[config.mk]
export PLATFORM = sky130hd
export DESIGN_NAME = serial_adder_ctrl
export DESIGN_NICKNAME = d
export VERILOG_FILES = /design/src/rtl/serial_adder_ctrl_pkg.sv /design/src/rtl/bit_adder_cell.sv /design/src/rtl/serial_adder_ctrl.sv
export SDC_FILE = /design/constraint.sdc
export NUM_CORES = 1
export LEC_CHECK = 0
export CAP_MARGIN = 0
export CORE_UTILIZATION = 40
export CTS_CLUSTER_SIZE = 16
export DETAILED_ROUTE_END_ITERATION = 8
export PLACE_DENSITY = 0.79
export SYNTH_ARGS = -nofsm -noshare
export SYNTH_HDL_FRONTEND = slang
export SYNTH_SLANG_ARGS = --single-unit
[constraint.sdc]
create_clock -name clk -period 1.85 [get_ports clk]
set_input_delay 0.37 -clock clk [delete_from_list [all_inputs] [get_ports clk]]
set_output_delay 0.37 -clock clk [all_outputs]
set_load 0.005 [all_outputs]
[src/rtl/serial_adder_ctrl_pkg.sv]
// Shared definitions for the bit-serial adder controller: state encoding,
// default operand width and the bit-counter width helper.
package serial_adder_ctrl_pkg;

    typedef enum logic [1:0] {
        ST_IDLE = 2'd0,
        ST_RUN  = 2'd1,
        ST_DONE = 2'd2
    } state_t;

    localparam int DEFAULT_WIDTH = 8;

    // The counter must hold 0..WIDTH-1 and is never narrower than one bit.
    function automatic int cnt_width(input int w);
        return (w > 1) ? $clog2(w) : 1;
    endfunction

    localparam int DEFAULT_CNT_W = cnt_width(DEFAULT_WIDTH);

endpackage

[src/rtl/bit_adder_cell.sv]
// Combinational one-bit full adder cell.
module bit_adder_cell (
    output logic sum,
    output logic carryout,
    input  logic a,
    input  logic b,
    input  logic carryin
);

    always_comb begin
        sum      = a ^ b ^ carryin;
        carryout = (a & b) | (a & carryin) | (b & carryin);
    end

endmodule

[src/rtl/serial_adder_ctrl.sv]
// Bit-serial WIDTH-bit adder: operands are fed LSB-first through a single
// full-adder cell, with the carry recirculated through a flop.
//
// state   | meaning
// --------+--------------------------------------------------------
// IDLE    | waiting for operands, start_ready high
// RUN     | one operand bit pair added per clock, WIDTH clocks
// DONE    | result held on sum_out/cout_out until result_ready
module serial_adder_ctrl
    import serial_adder_ctrl_pkg::*;
#(
    parameter int WIDTH = DEFAULT_WIDTH
) (
    input  logic             clk,
    input  logic             reset,
    input  logic             start_valid,
    output logic             start_ready,
    input  logic [WIDTH-1:0] a_in,
    input  logic [WIDTH-1:0] b_in,
    input  logic             cin_in,
    output logic             result_valid,
    input  logic             result_ready,
    output logic [WIDTH-1:0] sum_out,
    output logic             cout_out,
    output logic             busy
);

    localparam int CNT_W = cnt_width(WIDTH);

    state_t             state_q, state_d;
    logic [WIDTH-1:0]   a_sr_q, a_sr_d;
    logic [WIDTH-1:0]   b_sr_q, b_sr_d;
    logic [WIDTH-1:0]   sum_sr_q, sum_sr_d;
    logic               carry_q, carry_d;
    logic [CNT_W-1:0]   cnt_q, cnt_d;

    logic               fa_sum;
    logic               fa_cout;
    logic [WIDTH:0]     sum_ext;

    bit_adder_cell u_fa (
        .sum      (fa_sum),
        .carryout (fa_cout),
        .a        (a_sr_q[0]),
        .b        (b_sr_q[0]),
        .carryin  (carry_q)
    );

    always_comb begin
        state_d  = state_q;
        a_sr_d   = a_sr_q;
        b_sr_d   = b_sr_q;
        sum_sr_d = sum_sr_q;
        carry_d  = carry_q;
        cnt_d    = cnt_q;
        // Width-safe form of {s, sum_sr[WIDTH-1:1]}, valid for WIDTH=1 too.
        sum_ext  = {fa_sum, sum_sr_q};

        case (state_q)
            ST_IDLE: begin
                if (start_valid) begin
                    a_sr_d   = a_in;
                    b_sr_d   = b_in;
                    carry_d  = cin_in;
                    cnt_d    = '0;
                    sum_sr_d = '0;
                    state_d  = ST_RUN;
                end
            end
            ST_RUN: begin
                sum_sr_d = sum_ext[WIDTH:1];
                a_sr_d   = a_sr_q >> 1;
                b_sr_d   = b_sr_q >> 1;
                carry_d  = fa_cout;
                cnt_d    = cnt_q + CNT_W'(1);
                if (cnt_q == CNT_W'(WIDTH - 1)) begin
                    state_d = ST_DONE;
                end
            end
            ST_DONE: begin
                if (result_ready) begin
                    state_d = ST_IDLE;
                end
            end
            default: begin
                state_d = ST_IDLE;
            end
        endcase
    end

    always_ff @(posedge clk) begin
        if (reset) begin
            state_q  <= ST_IDLE;
            a_sr_q   <= '0;
            b_sr_q   <= '0;
            sum_sr_q <= '0;
            carry_q  <= 1'b0;
            cnt_q    <= '0;
        end else begin
            state_q  <= state_d;
            a_sr_q   <= a_sr_d;
            b_sr_q   <= b_sr_d;
            sum_sr_q <= sum_sr_d;
            carry_q  <= carry_d;
            cnt_q    <= cnt_d;
        end
    end

    always_comb begin
        start_ready  = (state_q == ST_IDLE);
        result_valid = (state_q == ST_DONE);
        busy         = (state_q != ST_IDLE);
        sum_out      = sum_sr_q;
        cout_out     = carry_q;
    end

endmodule

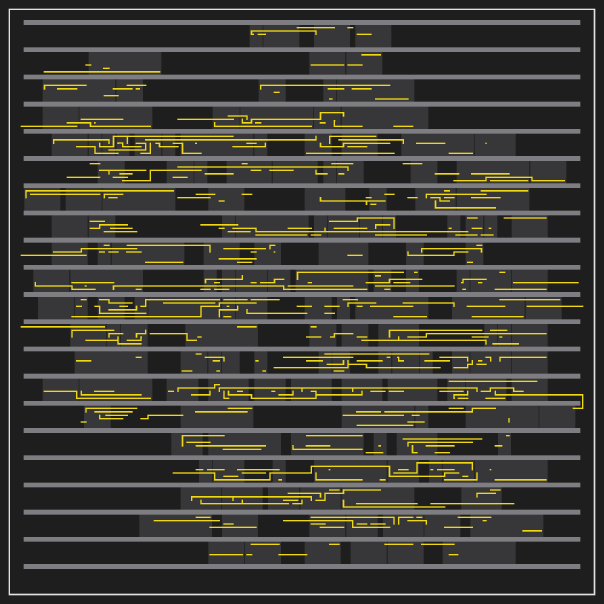
Run 1: M1 wires
Scale: 10 px per µm. Supply wires on this layer in grey. Cells faint in the background.
main direction: horizontal
nets with wire on the layer: 168

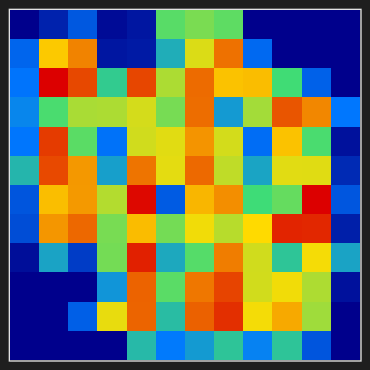
Run 1: placement density heat map
Scale: 6 px per µm. The die is cut into 12 by 12 equal tiles; dark blue is low, red is high, 0 to 100% covered.
nearly empty tiles: 14%
fullest tile: 100%
tiles over 75% full: 28%
emptiest ninth of the die: south-west
densest ninth of the die: centre
mean over tiles: 49%
final core occ: 56.7%
floorplan utilization: 42.0%
core area: 3030 µm²

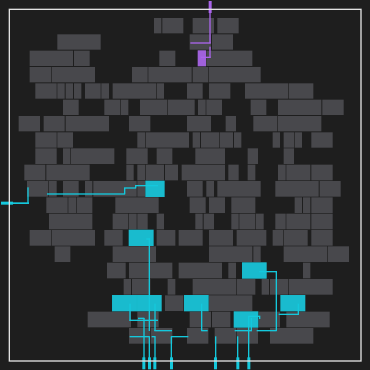
Run 1: port wiring
Scale: 6 px per µm.
legend:
  purple:
    port: result_ready
    bits: 1
    direction: input
    end_cells: 1
    buffers: 1
    wire: 11.7 µm
  cyan:
    port: b_in
    bits: 8
    direction: input
    end_cells: 8
    buffers: 8
    wire: 127 µm

==> flow_metrics.env, run 1 <==
# physical design summary
export IMPL_highest_layer="met4"
export IMPL_mi_logic_area_um2=554
export IMPL_cts_max_level=2
export IMPL_buf_share_pct=21.1
export IMPL_cp_data_arrival_time_ps=1380
export IMPL_nNonClkBuffers=36
export IMPL_p_sw_w=0.000336
export IMPL_comb_share_pct=32.3
export IMPL_top_area_cell="dfxtp_1"
export IMPL_max_freq_ghz=0.570
export IMPL_crit_family="buffers and inverters"
export IMPL_synth_simple_area_share_pct=7.28
export IMPL_io_buffers=32
export IMPL_period_used_pct=94.9
export IMPL_syn_area_per_cell_um2=9.78
export IMPL_via_count=1075
export IMPL_pre_cts_ws_ps=-131
export IMPL_switching_share_pct=25.5
export IMPL_clk_latency_ps=320
export IMPL_wl_met2_mm=1.36
export IMPL_viasPerCell=5.14
export IMPL_synth_edff_count=0
export IMPL_min_to="a_sr_q[7]"
export IMPL_critPathMaxStageDelay_ps=500
export IMPL_synthesis_nets=154
export IMPL_clkCellAreaFrac_pct=3.50
export IMPL_power_density_nw_per_um2=767
export IMPL_worst_hold_slack_ps=502
export IMPL_area_growth_syn_to_layout_pct=35.0
export IMPL_detail_route_wl_per_cell_um=13.4
export IMPL_num_tap_cells=44
export IMPL_cts_path_max_buffers=2
export IMPL_cp_end_kind="output port"
export IMPL_inverters=21
export IMPL_stdcell_count=209
export IMPL_worstPathMaxFanout=6
export IMPL_power_internal_w=0.000981
export IMPL_layout_top_cell="clkdlybuf4s50_1"
export IMPL_setup_viol=0
export IMPL_top_usage_layer="met2"
export IMPL_cp_cell_sequence="nor2b_4, clkdlybuf4s50_1"
export IMPL_grtUsageMet1_pct=21.4
export IMPL_grtUsageMet3_pct=7.47
export IMPL_syn_inst=130
export IMPL_fin_setup_tns_ps=0
export IMPL_antenna_found_initial=0
export IMPL_grt_use_total_pct=18.5
export IMPL_p_seq_share_pct=53.7
export IMPL_clock_sinks=30
export IMPL_synth_flops=30
export IMPL_power_frac_comb_pct=16.0
export IMPL_mux_share_pct=1.57
export IMPL_hold_viol_final=0
export IMPL_numCtsBuffers=5
export IMPL_outcome="finished, final reports clean"
export IMPL_worst_slew_pin_slew_ps=905
export IMPL_finalCriticalPeriod_ps=1750
export IMPL_die_area_um2=3410
export IMPL_power_leakage_nw=0.649
export IMPL_register_area_um2=606
export IMPL_wl_met3_um=170
export IMPL_reg2reg_to="sum_out[7]"
export IMPL_sh_seq_area_pct=35.3
export IMPL_async_reset_ff_share_pct=0
export IMPL_rr_worst_depth=3
export IMPL_hold_path_class="reg -> reg"
export IMPL_clkbuf_count=7
export IMPL_wl_met1_mm=1.26
export IMPL_pg_clk_w=0.000398
export IMPL_critPathCapture="result_valid"
export IMPL_grt_pass1_vias=1128
export IMPL_seq_power_w=0.000707
export IMPL_max_vdd_ir_drop_mv=0.410
export IMPL_timing_final_ws_setup_ps=95.0
export IMPL_area_leaders="dfxtp_1 47%, o221a_1 8.9%, a22oi_1 6.5%, inv_1 6.2%, a21oi_2 5.5%"
export IMPL_fillers=279
export IMPL_grtUsageMet2_pct=31.7
export IMPL_seq_cells=30
export IMPL_drive_gt1_share_pct=18.8
export IMPL_ys_warn_count=0
export IMPL_clock_skew_ps=8.63
export IMPL_dp_cells=201
export IMPL_ys_area_um2=1270
export IMPL_rsz0062_at_grt="no"
export IMPL_compound_area_share_pct=30.0
export IMPL_lay_top_cells="32 x clkdlybuf4s50_1, 28 x dfxtp_1, 21 x inv_1"
export IMPL_final_nets=188
export IMPL_totalWireLength_mm=2.80
export IMPL_root_buffer="clkbuf_4"
export IMPL_synthDominantCellAreaShare_pct=47.2
export IMPL_most_common_cell="dfxtp_1"
export IMPL_critical_path_required_ps=1480
export IMPL_ys_cells=130
export IMPL_chipWidth_um=58.4
export IMPL_slew_headroom_pct=39.6
export IMPL_postLayoutCellArea_um2=1720
export IMPL_synth_top_flop_cell="dfxtp_1"
export IMPL_r2r_start="state_q[0]"
export IMPL_die_height_um=58.4
export IMPL_placed_area_um2=1640
export IMPL_logic_family="AND-OR/OR-AND gates"
export IMPL_core_rowCount=20
export IMPL_hp_start="a_sr_q[7]"
export IMPL_slew_violations=0
export IMPL_drc=0
export IMPL_gr_total_overflow=0
export IMPL_critPathKind="reg -> out"
export IMPL_gp_congestion=0.745
export IMPL_synth_seq_area_share_pct=47.2
export IMPL_pin_count=33
export IMPL_holdPathStages=2
export IMPL_path_depth=2
export IMPL_critPathBufInv=1
export IMPL_antenna_diode_count=0
export IMPL_netlist_area_um2=1270
export IMPL_first_pass_iters=4
export IMPL_log_warning_count=27
export IMPL_clockPowerShare_pct=30.2
export IMPL_total_power_w=0.00132
export IMPL_nMultiInputCombCells=70
export IMPL_cp_slowest_cell="clkdlybuf4s50_1"
==> run 2, diff against run 1 <==
DONT_BUFFER_PORTS = 1   (was default)
PLACE_DENSITY = 0.65   (was 0.79)
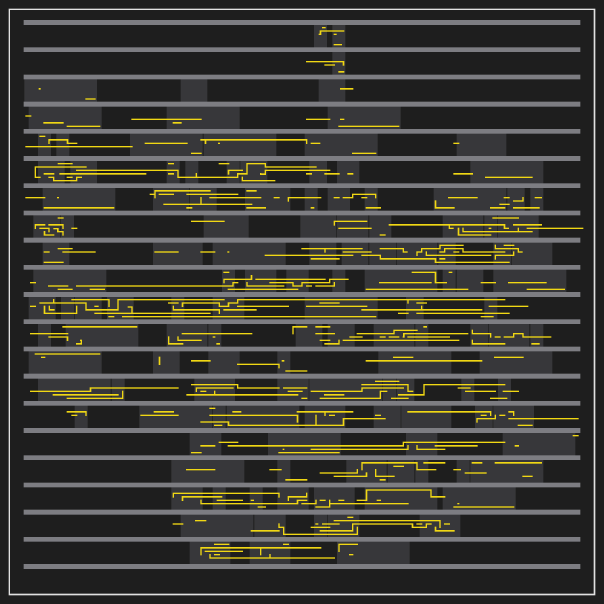
Run 2: M1 wires
Scale: 10 px per µm. Supply wires on this layer in grey. Cells faint in the background.
longest straight run: 26.7 µm
nets with wire on the layer: 140
wire length on this layer: 1,090 µm
main direction: horizontal
share of all routed wire: 43%

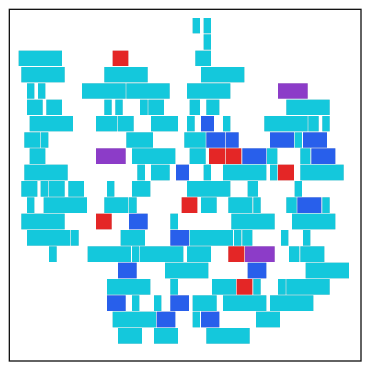
Run 2: cell sizes after repair
Scale: 6 px per µm.
legend:
  blue:
    size: drive 2
    cells: 17
    most_used: a21oi_2
  purple:
    size: drive 6 and up
    cells: 3
    most_used: clkbuf_8
  cyan:
    size: drive 1 or less
    cells: 104
    most_used: dfxtp_1
  red:
    size: drive 3 to 4
    cells: 8
    most_used: clkbuf_4

==> flow_metrics.env, run 2 <==
# physical design summary
export IMPL_holdPathStages=1
export IMPL_ys_area_um2=1270
export IMPL_total_power_w=0.00132
export IMPL_period_used_pct=78.2
export IMPL_die_area_um2=3410
export IMPL_switching_share_pct=24.0
export IMPL_logic_family="AND-OR/OR-AND gates"
export IMPL_timing_final_ws_setup_ps=404
export IMPL_cp_end_kind="flip-flop"
export IMPL_slew_headroom_pct=41.6
export IMPL_clock_skew_ps=5.85
export IMPL_mi_logic_area_um2=542
export IMPL_grt_pass1_vias=912
export IMPL_seq_power_w=0.000707
export IMPL_p_sw_w=0.000318
export IMPL_gr_total_overflow=0
export IMPL_rr_worst_depth=3
export IMPL_die_height_um=58.4
export IMPL_hold_viol_final=0
export IMPL_top_usage_layer="met2"
export IMPL_clkCellAreaFrac_pct=5.72
export IMPL_grt_use_total_pct=16.8
export IMPL_worstPathMaxFanout=13
export IMPL_wl_met1_mm=1.09
export IMPL_detail_route_wl_per_cell_um=14.4
export IMPL_buf_share_pct=1.63
export IMPL_root_buffer="clkbuf_4"
export IMPL_reg2reg_to="sum_out[4]"
export IMPL_gp_congestion=0.721
export IMPL_drive_gt1_share_pct=21.2
export IMPL_highest_layer="met4"
export IMPL_ys_cells=130
export IMPL_synth_top_flop_cell="dfxtp_1"
export IMPL_fillers=305
export IMPL_grtUsageMet1_pct=18.2
export IMPL_antenna_found_initial=0
export IMPL_cp_cell_sequence="o21bai_1, a22oi_1, nor2_1"
export IMPL_critPathKind="reg -> reg"
export IMPL_sh_seq_area_pct=43.6
export IMPL_ys_warn_count=0
export IMPL_wl_met3_um=208
export IMPL_log_warning_count=26
export IMPL_clkbuf_count=8
export IMPL_first_pass_iters=4
export IMPL_core_rowCount=20
export IMPL_dp_cells=168
export IMPL_grtUsageMet3_pct=7.69
export IMPL_synthDominantCellAreaShare_pct=47.2
export IMPL_path_depth=3
export IMPL_min_to="state_q[1]"
export IMPL_pre_cts_ws_ps=402
export IMPL_clock_sinks=30
export IMPL_power_density_nw_per_um2=960
export IMPL_io_buffers=0
export IMPL_register_area_um2=601
export IMPL_critPathBufInv=0
export IMPL_p_seq_share_pct=53.5
export IMPL_max_freq_ghz=0.691
export IMPL_area_growth_syn_to_layout_pct=8.37
export IMPL_cp_data_arrival_time_ps=1710
export IMPL_synth_seq_area_share_pct=47.2
export IMPL_finalCriticalPeriod_ps=1450
export IMPL_worst_hold_slack_ps=107
export IMPL_critPathCapture="sum_out[4]"
export IMPL_postLayoutCellArea_um2=1380
export IMPL_synth_simple_area_share_pct=7.28
export IMPL_nNonClkBuffers=3
export IMPL_viasPerCell=5.41
export IMPL_cp_slowest_cell="o21bai_1"
export IMPL_syn_inst=130
export IMPL_synth_edff_count=0
export IMPL_setup_viol=0
export IMPL_inverters=21
export IMPL_numCtsBuffers=5
export IMPL_largest_cell_class="flip-flops and latches"
export IMPL_max_vdd_ir_drop_mv=0.456
export IMPL_hold_path_class="in -> reg"
export IMPL_fp_util_pct=42.0
export IMPL_fin_setup_tns_ps=0
export IMPL_placed_area_um2=1300
export IMPL_start_kind="flip-flop"
export IMPL_outcome="finished, final reports clean"
export IMPL_mux_share_pct=1.57
export IMPL_rsz0062_at_grt="no"
export IMPL_layout_top_cell="dfxtp_1"
export IMPL_r2r_start="state_q[0]"
export IMPL_worst_slew_pin_slew_ps=874
export IMPL_post_route_util_pct=45.5
export IMPL_compound_area_share_pct=30.0
export IMPL_critical_path_required_ps=2120
export IMPL_wl_met2_mm=1.15
export IMPL_chipWidth_um=58.4
export IMPL_num_tap_cells=44
export IMPL_hp_start="reset"
export IMPL_lay_top_cells="30 x dfxtp_1, 21 x inv_1, 15 x nor2_1"
export IMPL_comb_share_pct=39.3
export IMPL_pin_count=33
export IMPL_cts_max_level=2
export IMPL_drc=0
export IMPL_final_nets=155
export IMPL_clockPowerShare_pct=36.4
export IMPL_common_cells="30 x dfxtp_1, 21 x inv_1, 15 x nor2_1"
export IMPL_synthesis_nets=154
export IMPL_syn_area_per_cell_um2=9.78
export IMPL_core_area_um2=3030
export IMPL_antenna_diode_count=0
export IMPL_most_common_cell="dfxtp_1"
export IMPL_async_reset_ff_share_pct=0
export IMPL_slew_violations=0
export IMPL_grtUsageMet2_pct=26.1
export IMPL_area_leaders="dfxtp_1 47%, o221a_1 8.9%, a22oi_1 6.5%, inv_1 6.2%, a21oi_2 5.5%"
export IMPL_power_internal_w=0.00101
export IMPL_clk_latency_ps=330
export IMPL_power_frac_comb_pct=10.2
export IMPL_cts_path_max_buffers=2
export IMPL_nMultiInputCombCells=70
export IMPL_crit_family="AND-OR/OR-AND gates"
export IMPL_synth_flops=30
export IMPL_via_count=952
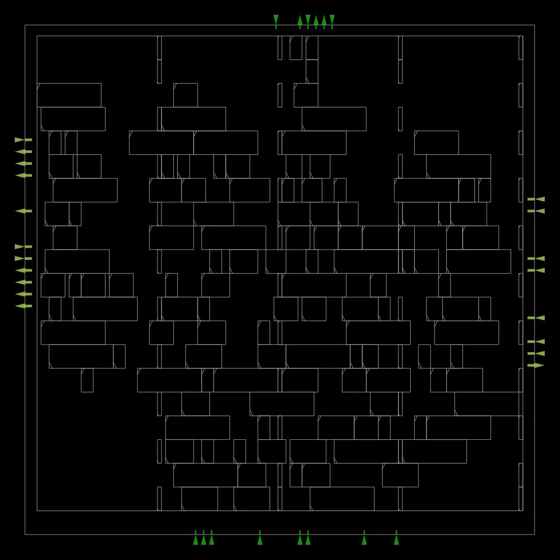
Run 2: cell placement
fin cells: 176
FFs & Latches: 30

==> run 3, diff against run 2 <==
clock period = 1.5 ns   (was 1.85 ns; I/O delays follow)
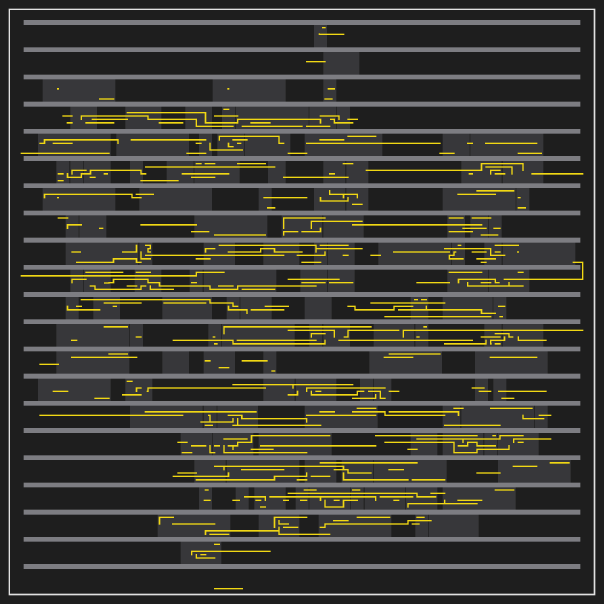
Run 3: M1 wires
Scale: 10 px per µm. Supply wires on this layer in grey. Cells faint in the background.
wire length on this layer: 1,120 µm
main direction: horizontal
longest straight run: 17.9 µm
share of all routed wire: 45%

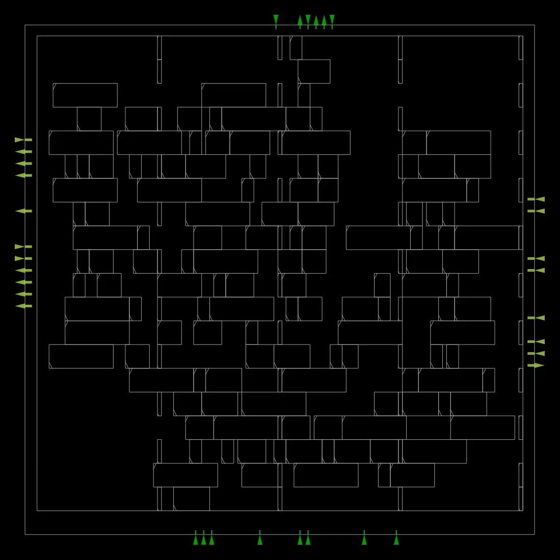
Run 3: cell placement
fin cells: 177
n_taps: 44
fill count: 304
final core occ: 46.2%
Rows: 20

==> flow_metrics.env, run 3 <==
# physical design summary
export IMPL_clkCellAreaFrac_pct=5.64
export IMPL_mux_share_pct=1.57
export IMPL_outcome="finished, final reports clean"
export IMPL_via_count=951
export IMPL_largest_cell_class="flip-flops and latches"
export IMPL_numCtsBuffers=5
export IMPL_postLayoutCellArea_um2=1400
export IMPL_synth_seq_area_share_pct=47.2
export IMPL_power_density_nw_per_um2=1170
export IMPL_register_area_um2=602
export IMPL_dp_cells=168
export IMPL_hp_start="reset"
export IMPL_highest_layer="met4"
export IMPL_ys_area_um2=1270
export IMPL_min_to="cnt_q[2]"
export IMPL_cp_data_arrival_time_ps=1070
export IMPL_netlist_area_um2=1270
export IMPL_async_reset_ff_share_pct=0
export IMPL_grt_pass1_vias=922
export IMPL_synthesis_nets=154
export IMPL_antenna_diode_count=0
export IMPL_rr_worst_depth=5
export IMPL_synth_edff_count=0
export IMPL_pre_cts_ws_ps=23.4
export IMPL_seq_cells=30
export IMPL_sh_seq_area_pct=43.1
export IMPL_p_seq_share_pct=53.3
export IMPL_power_frac_comb_pct=10.2
export IMPL_die_area_um2=3410
export IMPL_area_growth_syn_to_layout_pct=9.94
export IMPL_grt_use_total_pct=17.0
export IMPL_log_warning_count=26
export IMPL_slew_violations=0
export IMPL_critPathMaxStageDelay_ps=450
export IMPL_comb_share_pct=39.4
export IMPL_critPathBufInv=2
export IMPL_switching_share_pct=24.0
export IMPL_worst_slew_pin_slew_ps=533
export IMPL_clock_skew_ps=6.62
export IMPL_clockPowerShare_pct=36.4
export IMPL_cp_cell_sequence="nor2_2, buf_4, inv_1"
export IMPL_totalWireLength_mm=2.49
export IMPL_nNonClkBuffers=4
export IMPL_cts_max_level=2
export IMPL_grtUsageMet1_pct=20.2
export IMPL_p_sw_w=0.000393
export IMPL_hold_viol_final=0
export IMPL_slew_headroom_pct=64.4
export IMPL_synthDominantCellAreaShare_pct=47.2
export IMPL_critical_path_required_ps=1200
export IMPL_mi_logic_area_um2=551
export IMPL_power_leakage_nw=0.536
export IMPL_total_power_w=0.00164
export IMPL_seq_power_w=0.000872
export IMPL_fin_setup_tns_ps=0
export IMPL_r2r_start="cout_out"
export IMPL_syn_area_per_cell_um2=9.78
export IMPL_buf_share_pct=2.33
export IMPL_final_nets=156
export IMPL_hold_path_class="in -> reg"
export IMPL_core_area_um2=3030
export IMPL_top_area_cell="dfxtp_1"
export IMPL_cp_slowest_cell="dfxtp_1"
export IMPL_synth_simple_area_share_pct=7.28
export IMPL_most_common_cell="dfxtp_1"
export IMPL_chipWidth_um=58.4
export IMPL_cts_path_max_buffers=2
export IMPL_inverters=21
export IMPL_drc=0
export IMPL_drive_gt1_share_pct=22.6
export IMPL_syn_inst=130
export IMPL_synth_top_flop_cell="dfxtp_1"
export IMPL_clock_sinks=30
export IMPL_worstPathMaxFanout=6
export IMPL_fp_util_pct=42.0
export IMPL_detail_route_wl_per_cell_um=14.1
export IMPL_wl_met3_um=225
export IMPL_grtUsageMet2_pct=24.0
export IMPL_rsz0062_at_grt="no"
export IMPL_layout_top_cell="dfxtp_1"
export IMPL_worst_hold_slack_ps=39.5
export IMPL_start_kind="flip-flop"
export IMPL_power_internal_w=0.00124
export IMPL_area_leaders="dfxtp_1 47%, o221a_1 8.9%, a22oi_1 6.5%, inv_1 6.2%, a21oi_2 5.5%"
export IMPL_setup_viol=0
export IMPL_reg2reg_to="sum_out[7]"
export IMPL_max_vdd_ir_drop_mv=0.519
export IMPL_first_pass_iters=4
export IMPL_wl_met2_mm=1.13
export IMPL_logic_family="AND-OR/OR-AND gates"
export IMPL_grtUsageMet3_pct=11.2
export IMPL_holdPathStages=1
export IMPL_wl_met1_mm=1.12
export IMPL_common_cells="30 x dfxtp_1, 21 x inv_1, 15 x nor2_1"
export IMPL_root_buffer="clkbuf_4"
export IMPL_synthAdderAreaFrac_pct=3.54
export IMPL_timing_final_ws_setup_ps=129
export IMPL_ys_warn_count=0
export IMPL_cts_resized=1
export IMPL_max_freq_ghz=0.729
export IMPL_die_height_um=58.4
export IMPL_clk_latency_ps=330
export IMPL_path_depth=3
export IMPL_ys_cells=130
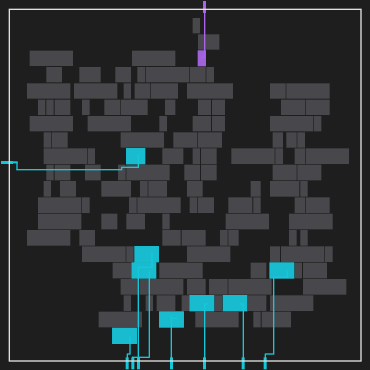
Run 3: port wiring
Scale: 6 px per µm.
legend:
  cyan:
    port: b_in
    bits: 8
    direction: input
    end_cells: 8
    buffers: 0
    wire: 111 µm
  purple:
    port: result_ready
    bits: 1
    direction: input
    end_cells: 1
    buffers: 0
    wire: 8.20 µm
PortBufs: 0
Ports: 33

